File: config.mk
export PLATFORM = sky130hd
export DESIGN_NAME = fetch_pc_gen_flat
export DESIGN_NICKNAME = d
export VERILOG_FILES = /design/src/rtl/fetch_pc_gen_if.sv /design/src/rtl/fetch_pc_gen.sv /design/src/flat_wrapper.sv
export SDC_FILE = /design/constraint.sdc
export NUM_CORES = 1
export LEC_CHECK = 0
export CORE_UTILIZATION = 39
export DETAILED_ROUTE_END_ITERATION = 10
export PLACE_DENSITY_LB_ADDON = 0.15
export SLEW_MARGIN = 20
export SYNTH_ARGS = -nofsm -noshare
export SYNTH_HDL_FRONTEND = slang
export SYNTH_SLANG_ARGS = --single-unit
File: constraint.sdc
create_clock -name clk -period 2 [get_ports clk]
set_input_delay 0.6 -clock clk [delete_from_list [all_inputs] [get_ports clk]]
set_output_delay 0.6 -clock clk [all_outputs]
set_load 0.03 [all_outputs]
File: src/rtl/fetch_pc_gen_if.sv
// Fetch-line request handshake between the PC generator and the I-Cache.
// master = PC generator, slave = I-Cache.
interface fetch_pc_gen_if #(
  parameter int unsigned INDEX_W = 12
);
  logic               inst_req;
  logic [INDEX_W-1:0] inst_index;
  logic               inst_index_ok;

  modport master (output inst_req, output inst_index, input inst_index_ok);
  modport slave  (input inst_req, input inst_index, output inst_index_ok);
endinterface

File: src/rtl/fetch_pc_gen.sv
// IF-stage fetch-PC generator: redirect selection, delay-slot spill handling, alignment-fault hold.
// Optional performance counters enabled by defining FETCH_PC_GEN_PERF_EN.
module fetch_pc_gen #(
  parameter int unsigned FETCH_WIDTH = 4,
  parameter int unsigned INDEX_W     = 12,
  parameter logic [31:0] START_PC    = 32'hBFC0_0000,
  parameter logic [4:0]  EXC_ADEL    = 5'h04,
  localparam int unsigned LW         = $clog2(FETCH_WIDTH)
) (
  input  logic                   clk,
  input  logic                   rst,
  fetch_pc_gen_if.master         ic,
  input  logic                   stop_fetch_i,
  input  logic                   pred_taken_i,
  input  logic [31:0]            pred_target_i,
  input  logic [LW-1:0]          pred_br_lane_i,
  input  logic                   exc_redirect_i,
  input  logic [31:0]            exc_pc_i,
  input  logic                   br_flush_i,
  input  logic [31:0]            br_pc_i,
  input  logic                   diff_redirect_i,
  input  logic [31:0]            diff_pc_i,
  output logic [31:0]            vaddr_o,
  output logic [31:0]            line_base_o,
  output logic [FETCH_WIDTH-1:0] inst_enable_o,
  output logic                   need_dslot_o,
  output logic                   has_exc_o,
  output logic [4:0]             exc_code_o
`ifdef FETCH_PC_GEN_PERF_EN
  ,
  output logic [31:0]            perf_fire_cnt_o,
  output logic [31:0]            perf_redirect_cnt_o
`endif
);

  typedef enum logic [1:0] {RUN, DSLOT, HALT} state_t;

  state_t      state_q, state_d;
  logic [31:0] pc_q, pc_d;
  logic [31:0] dslot_q, dslot_d;

  logic        fire;
  logic        redirect;
  logic        misaligned;
  logic [31:0] line_base;
  logic [31:0] next_line;
  logic [LW:0] lim;
  logic [LW:0] off;

  assign line_base  = {pc_q[31:LW+2], {(LW+2){1'b0}}};
  assign next_line  = line_base + 32'(FETCH_WIDTH * 4);
  assign misaligned = |pc_q[1:0];
  assign redirect   = exc_redirect_i | br_flush_i | diff_redirect_i;

  assign ic.inst_req   = rst & ~stop_fetch_i & (state_q != HALT);
  assign ic.inst_index = pc_q[INDEX_W-1:0];
  assign fire          = ic.inst_req & ic.inst_index_ok;

  assign vaddr_o      = pc_q;
  assign line_base_o  = line_base;
  assign need_dslot_o = (state_q == DSLOT);
  assign has_exc_o    = misaligned;
  assign exc_code_o   = misaligned ? EXC_ADEL : '0;

  // Last enabled lane is the branch lane plus its delay slot, clipped to the line end.
  always_comb begin
    off = {1'b0, pc_q[LW+1:2]};
    lim = {1'b0, pred_br_lane_i} + (LW+1)'(1);
    if (lim > (LW+1)'(FETCH_WIDTH - 1))
      lim = (LW+1)'(FETCH_WIDTH - 1);
    inst_enable_o = '0;
    if (state_q == DSLOT) begin
      inst_enable_o[0] = 1'b1;
    end else begin
      for (int unsigned i = 0; i < FETCH_WIDTH; i++) begin
        inst_enable_o[i] = ((LW+1)'(i) >= off) &&
                           (!(state_q == RUN && pred_taken_i) || ((LW+1)'(i) <= lim));
      end
    end
  end

  // Fault entry outranks fire so the faulting PC stays visible while halted.
  always_comb begin
    pc_d    = pc_q;
    state_d = state_q;
    dslot_d = dslot_q;
    if (redirect) begin
      state_d = RUN;
      dslot_d = '0;
      if (exc_redirect_i)  pc_d = exc_pc_i;
      else if (br_flush_i) pc_d = br_pc_i;
      else                 pc_d = diff_pc_i;
    end else if (state_q != HALT && misaligned) begin
      state_d = HALT;
    end else if (fire) begin
      unique case (state_q)
        RUN: begin
          if (!pred_taken_i) begin
            pc_d = next_line;
          end else if (pred_br_lane_i != LW'(FETCH_WIDTH - 1)) begin
            pc_d = pred_target_i;
          end else begin
            pc_d    = next_line;
            dslot_d = pred_target_i;
            state_d = DSLOT;
          end
        end
        DSLOT: begin
          pc_d    = dslot_q;
          dslot_d = '0;
          state_d = RUN;
        end
        default: ;
      endcase
    end
  end

  always_ff @(posedge clk or negedge rst) begin
    if (!rst) begin
      pc_q    <= START_PC;
      state_q <= RUN;
      dslot_q <= '0;
    end else begin
      pc_q    <= pc_d;
      state_q <= state_d;
      dslot_q <= dslot_d;
    end
  end

`ifdef FETCH_PC_GEN_PERF_EN
  logic [31:0] fire_cnt_q;
  logic [31:0] redir_cnt_q;

  always_ff @(posedge clk or negedge rst) begin
    if (!rst) begin
      fire_cnt_q  <= '0;
      redir_cnt_q <= '0;
    end else begin
      if (fire && fire_cnt_q != '1)      fire_cnt_q  <= fire_cnt_q + 32'd1;
      if (redirect && redir_cnt_q != '1) redir_cnt_q <= redir_cnt_q + 32'd1;
    end
  end

  assign perf_fire_cnt_o     = fire_cnt_q;
  assign perf_redirect_cnt_o = redir_cnt_q;
`endif

endmodule

File: src/flat_wrapper.sv
// flat-port wrapper written by rule: the top's interface ports become plain ports
module fetch_pc_gen_flat 
#(
  parameter int unsigned FETCH_WIDTH = 4,
  parameter int unsigned INDEX_W     = 12,
  parameter logic [31:0] START_PC    = 32'hBFC0_0000,
  parameter logic [4:0]  EXC_ADEL    = 5'h04,
  localparam int unsigned LW         = $clog2(FETCH_WIDTH)
)
  (clk, rst, stop_fetch_i, pred_taken_i, pred_target_i, pred_br_lane_i, exc_redirect_i, exc_pc_i, br_flush_i, br_pc_i, diff_redirect_i, diff_pc_i, vaddr_o, line_base_o, inst_enable_o, need_dslot_o, has_exc_o, exc_code_o, ic_inst_req, ic_inst_index, ic_inst_index_ok);
  fetch_pc_gen_if #(.INDEX_W(INDEX_W)) ic_i ();
  input  logic clk;
  input  logic rst;
  input  logic stop_fetch_i;
  input  logic pred_taken_i;
  input  logic [31:0] pred_target_i;
  input  logic [LW-1:0] pred_br_lane_i;
  input  logic exc_redirect_i;
  input  logic [31:0] exc_pc_i;
  input  logic br_flush_i;
  input  logic [31:0] br_pc_i;
  input  logic diff_redirect_i;
  input  logic [31:0] diff_pc_i;
  output logic [31:0] vaddr_o;
  output logic [31:0] line_base_o;
  output logic [FETCH_WIDTH-1:0] inst_enable_o;
  output logic need_dslot_o;
  output logic has_exc_o;
  output logic [4:0] exc_code_o;
  output wire logic [$bits(ic_i.inst_req)-1:0] ic_inst_req;
  output wire logic [$bits(ic_i.inst_index)-1:0] ic_inst_index;
  input wire logic [$bits(ic_i.inst_index_ok)-1:0] ic_inst_index_ok;
  assign ic_inst_req = ic_i.inst_req;
  assign ic_inst_index = ic_i.inst_index;
  assign ic_i.inst_index_ok = ic_inst_index_ok;
  fetch_pc_gen #(.FETCH_WIDTH(FETCH_WIDTH), .INDEX_W(INDEX_W), .START_PC(START_PC), .EXC_ADEL(EXC_ADEL)) u_core (.clk(clk), .rst(rst), .ic(ic_i), .stop_fetch_i(stop_fetch_i), .pred_taken_i(pred_taken_i), .pred_target_i(pred_target_i), .pred_br_lane_i(pred_br_lane_i), .exc_redirect_i(exc_redirect_i), .exc_pc_i(exc_pc_i), .br_flush_i(br_flush_i), .br_pc_i(br_pc_i), .diff_redirect_i(diff_redirect_i), .diff_pc_i(diff_pc_i), .vaddr_o(vaddr_o), .line_base_o(line_base_o), .inst_enable_o(inst_enable_o), .need_dslot_o(need_dslot_o), .has_exc_o(has_exc_o), .exc_code_o(exc_code_o));
endmodule
### The metal 4 layer

Bar = 20 µm. Supply wires on this layer in gray.
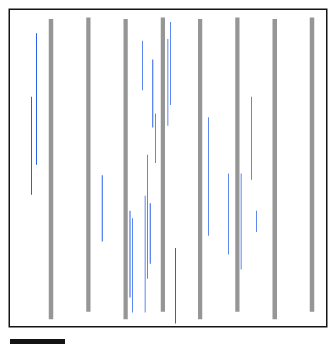
- share of all routed wire: 2.8%
- main direction: vertical

### Wiring heat map

Bar = 20 µm. 23 x 23 tiles, from dark purple (low) to yellow (high), scaled to the fullest tile. Values are wire area over tile area, all layers added.
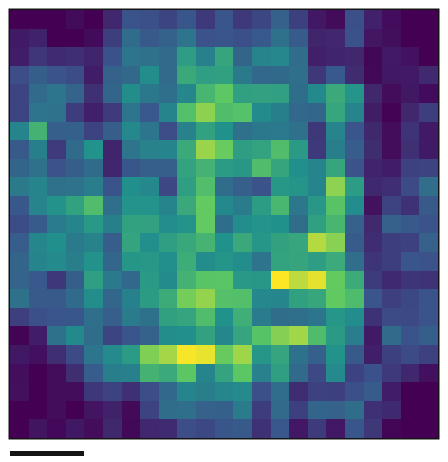
- mean over tiles: 0.26
- emptiest ninth of the die: upper right
- tiles over half the peak: 25%
- densest ninth of the die: center

### Clock distribution

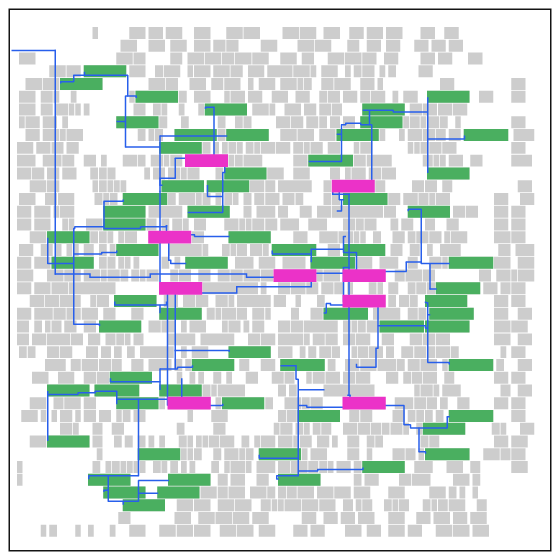
- flip-flops: green (count 66)
- clock-net drivers: magenta (count 9)
- clock wires: blue (length 986 µm)
- flops lie: widely spread
- routed clock nets: 10

==> results.json <==
{
  "intPower_mw": 3.32,
  "grt_start_max_net_pins": 67,
  "cts_buffer_depth": 2,
  "dr_wl_met3_mm": 1.76,
  "switching_component_of_the_power_mw": 1.73,
  "routedWlPerCell_um": 19.4,
  "place.detailed.hpwl_mm": 15.7,
  "post_cts_hold_buffer_count": 0,
  "yosys.area_share.simple_pct": 24.3,
  "fraction_of_registers_with_async_set_reset_pct": 100,
  "outcome": "finished, final reports clean",
  "cts_inserted_buffers": 9,
  "edf_count": 0,
  "nClkBuffers": 10,
  "place_congestion": 1.11,
  "fp-row-count": 40,
  "postSynth.topFlopCell": "dfrtp_1",
  "top_layer_used": "met4",
  "worst_hold_startpoint": "u_core.dslot_q[22]",
  "nets": 1029,
  "critical_path_endpoint_category": "output port",
  "top_area_cell": "dfrtp_1",
  "synth.distinct_cells": 65,
  "coreArea_um2": 12200,
  "clk_latency_ns": 0.33,
  "ys_area_um2": 4980,
  "total_power_mw": 5.05,
  "grt_pass1_vias": 5830,
  "detail_route.vias_per_cell": 5.79,
  "syn_area_per_cell_um2": 7.73,
  "topCombFamilyByArea": "AND-OR/OR-AND gates",
  "stdcell_area_um2": 8110,
  "drc": 0,
  "cts_resized": 109,
  "detail_route.iter0.violations": 610,
  "hold_path_class": "flip-flop to flip-flop",
  "period_minus_slack_ns": 1.98,
  "dp_cells": 1037,
  "criticalPathCategory": "flip-flop to output port",
  "ys_seq_share_pct": 33.4,
  "worst-endpoint-required_ns": 1.40
}
### Sequential cells colored by netlist name

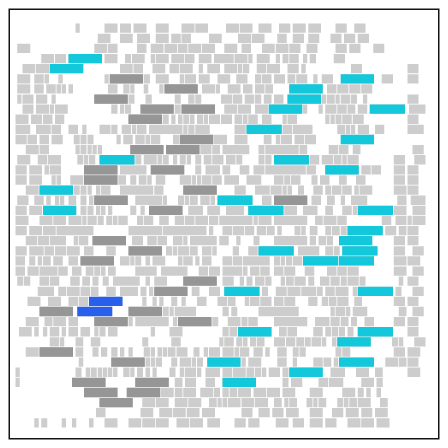
- u_core.vaddr_o: cyan (flops 32; where widely spread)
- u_core.state_q: blue (flops 2)
- not colored: 32

### Cell outlines without signal wires

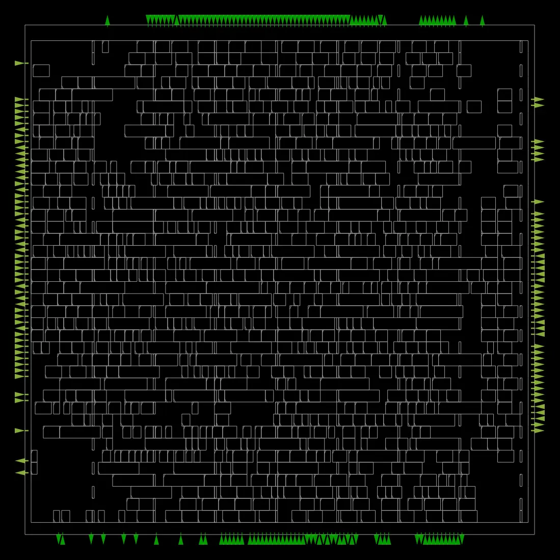
number of filler instances in the final layout: 1056
final core occ: 66.4%
share of the final layout cell area in sequential cells: 20.6%
seq_cells: 66

-- per-stage QoR --
| step | utilization [%] | hold slack (ns) |
|---|---|---|
| 3_3_place_gp | 62.6 | 0.457 |
| 6_report | 66.4 | 0.484 |
| 3_5_place_dp | 62.6 | 0.471 |
| 4_1_cts | 66.0 | 0.483 |
| 2_1_floorplan | - | 0.304 |
| 5_1_grt | 66.4 | 0.510 |
-- placed cells by master (no fill, tap or decap), types with 7 or more instances in the layout --
| cell type | netlist | final |
|---|---|---|
| conb_1 | 1 | 8 |
| dfrtp_1 | 57 | 49 |
| a22oi_1 | 18 | 18 |
| buf_4 | 50 | 102 |
| dlygate4sd2_1 | 0 | 73 |
| nand3_1 | 39 | 37 |
| buf_12 | 0 | 7 |
| dfstp_2 | 9 | 9 |
| a221oi_1 | 10 | 8 |
| clkdlybuf4s50_1 | 0 | 128 |
| a31oi_1 | 16 | 16 |
| dfrtp_2 | 0 | 8 |
| nand4_1 | 11 | 11 |
| o22ai_1 | 11 | 11 |
| nor2_1 | 51 | 45 |
| clkbuf_16 | 0 | 9 |
| nor3_1 | 9 | 9 |
| a21oi_1 | 32 | 29 |
| nand2_1 | 101 | 101 |
| o21ai_0 | 46 | 43 |
| inv_1 | 10 | 9 |
-- how the worst max path moves through the flow --
stage                             from            endpoint  depth (start not counted)
global route                br_flush_i  u_core.vaddr_o[14]                          6
global placement       diff_redirect_i  u_core.vaddr_o[16]                          8
floorplan            u_core.state_q[1]    inst_enable_o[0]                          6
CTS                       pred_taken_i    inst_enable_o[2]                          6
detailed placement     diff_redirect_i  u_core.vaddr_o[11]                          8
finish              u_core.vaddr_o[22]         vaddr_o[22]                          2
-- critical path, stage by stage (launching register included) --
cell             delay, ns
dfstp_2               0.53
buf_4                 0.13
clkdlybuf4s15_1       0.37
